Design mem_port_arbiter, sky130hd; sources not shown.
Figure 1. Cell density map (run 1).
Scale bar: 50 um. 14 x 15 tiles, from dark purple (low) to yellow (high), 0 to 100% covered.
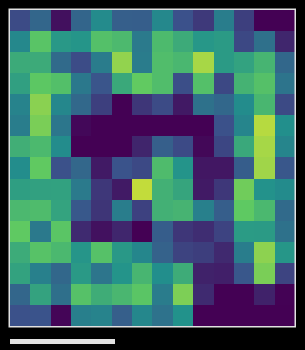
- emptiest ninth of the die: lower right
- mean over tiles: 40%
- fullest tile: 91%
- tiles over 75% full: 7.1%
FP Util: 29.73%
Layout Utilization: 44.57%
Core Region: 18970 um^2

Figure 2. Sequential cells colored by netlist name (run 1).
Scale bar: 50 um. Other sequential cells in the stronger gray, the rest of the logic in the fainter gray.
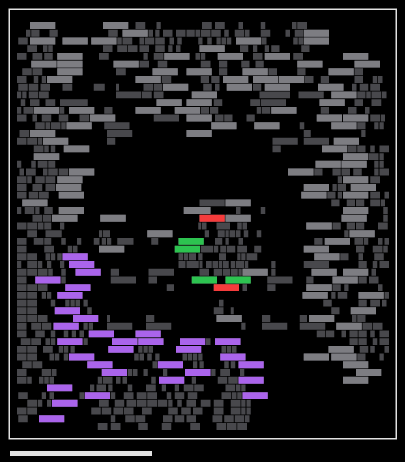
- state_q: red (sequential cells 2)
- cnt_q: green (sequential cells 4; where center)
- mem_addr: purple (sequential cells 32)
register area: 3580 um^2
flop share of the area: 42.35%

Figure 3. Clock routing (run 1).
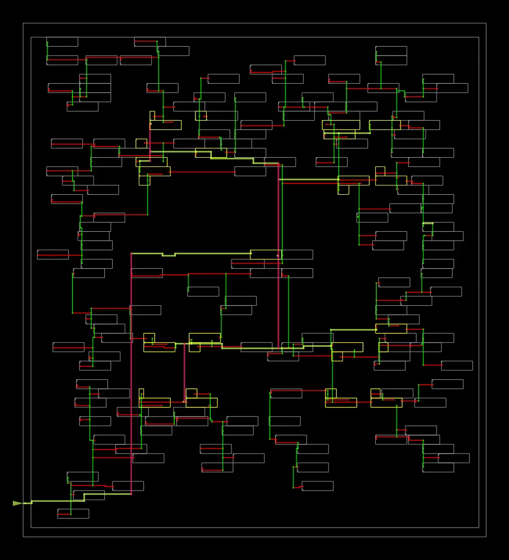
Num Clock Sinks: 143

Figure 4. Wiring by layer (run 1).
Only two layers are drawn.
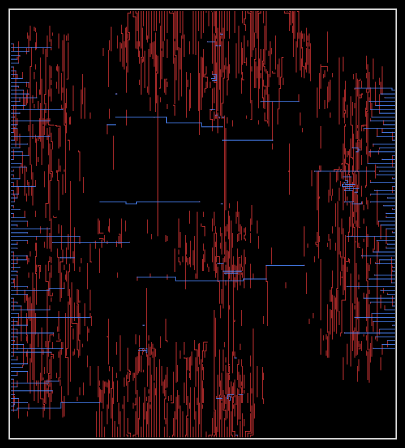
- met3: blue (wire length 1230 um)
- met2: red (wire length 7540 um)
Tot GR Track Use: 15.79%
final WL: 15990 um

==> flow_metrics.tcl, run 1 <==
# implementation run metrics
set metrics [dict create \
    wl_met1_um 6940 \
    grt_pass1_vias 4828 \
    crit_path_frequent_cell "buf_4" \
    edf_count 0 \
    met1_usage_pct 20.45 \
    synthTopCellsByArea "dfrtp_1 63%, a22o_1 11%, o21ai_0 6.2%" \
    common_cells "142 x dfrtp_1, 70 x o21ai_0, 69 x a22o_1, 33 x mux2i_1, 28 x a22o_2" \
    yosys.stat.seqShare_pct 63.48 \
    design_area_um2 8453 \
    bufAreaShareNonClock_pct 24.93 \
    outcome "completed" \
    nets 824 \
    whs_ns 0.2954 \
    synthMuxAreaShare_pct 5.858 \
    top_area_cell "dfrtp_1" \
    hold_buffers 0 \
    xor_share_pct 0 \
    htree_levels 4 \
    globalplace.congestion 0.7970 \
    crit_buf_inv 4 \
]
## Run 2: what changed since run 1
==> constraint.sdc (replaced) <==
create_clock -name clk -period 2.6 [get_ports clk]
set_clock_uncertainty 0.2 [all_clocks]
set_input_delay 0.26 -clock clk [delete_from_list [all_inputs] [get_ports clk]]
set_output_delay 0.26 -clock clk [all_outputs]
set_load 0.1 [all_outputs]
==> run 2 against run 1 <==
- critical path type is now reg -> reg
- sequential share of layout area is 2.1 points lower
- via count shrank 0.96%
- critical endpoint is now mem_wdata[5]
- routed wire length up 2.9%
==> flow_metrics.tcl, run 2 <==
# implementation run metrics
set metrics [dict create \
    met1_usage_pct 19.26 \
    nets 830 \
    dp.cells 922 \
    fp.coreArea_um2 18970 \
    critPathMaxFanout 39 \
    hold_buffers 0 \
    initCoreUtil_pct 29.73 \
    clock_sinks 143 \
    regArea_um2 3580 \
    top_area_cell "dfrtp_1" \
    pre_cts_ws_ns 0.4031 \
    crit_buf_inv 1 \
    wl_met1_um 6905 \
    synthMuxAreaShare_pct 5.858 \
    synth.distinct_cells 33 \
    whs_ns 0.1369 \
    bufAreaShareNonClock_pct 27.99 \
    outcome "completed" \
    common_cells "142 x dfrtp_1, 70 x o21ai_0, 69 x a22o_1, 33 x mux2i_1, 28 x a22o_2" \
    yosys.stat.seqShare_pct 63.48 \
    seq_share_pct 40.24 \
    globalplace.congestion 0.7872 \
    synthTopCellsByArea "dfrtp_1 63%, a22o_1 11%, o21ai_0 6.2%" \
]
Figure 5. Clock routing (run 2).
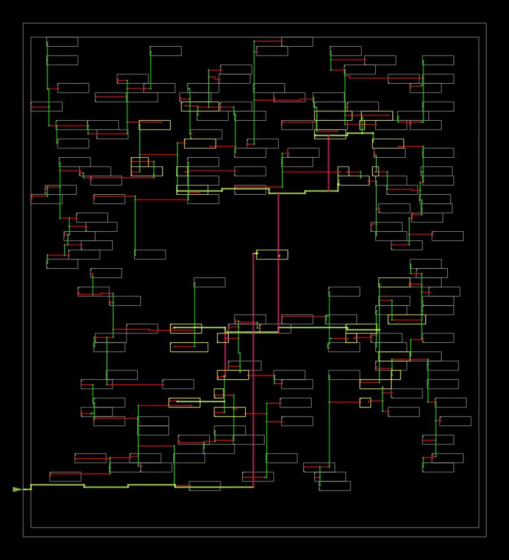
num sequential: 143
clock buf count: 19

Figure 6. Wire density map (run 2).
27 x 30 tiles, from dark purple (low) to yellow (high), scaled to the fullest tile. Values are wire area over tile area, all layers added.
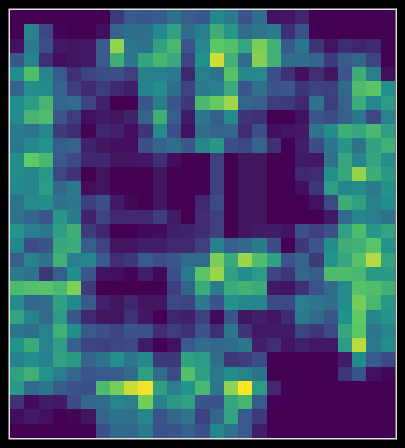
- tiles over half the peak: 19%
- mean over tiles: 0.13
- fullest tile: 0.45
- densest ninth of the die: top center
Wirelength per Cell: 17.27 um
via count: 4640
final WL: 16460 um
Tot GR Track Use: 15.93%

Figure 7. Cell density map (run 2).
Scale bar: 50 um. 14 x 15 tiles, from dark purple (low) to yellow (high), 0 to 100% covered.
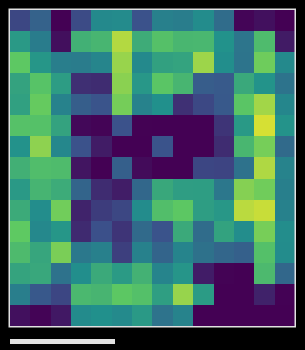
Layout Utilization: 46.90%

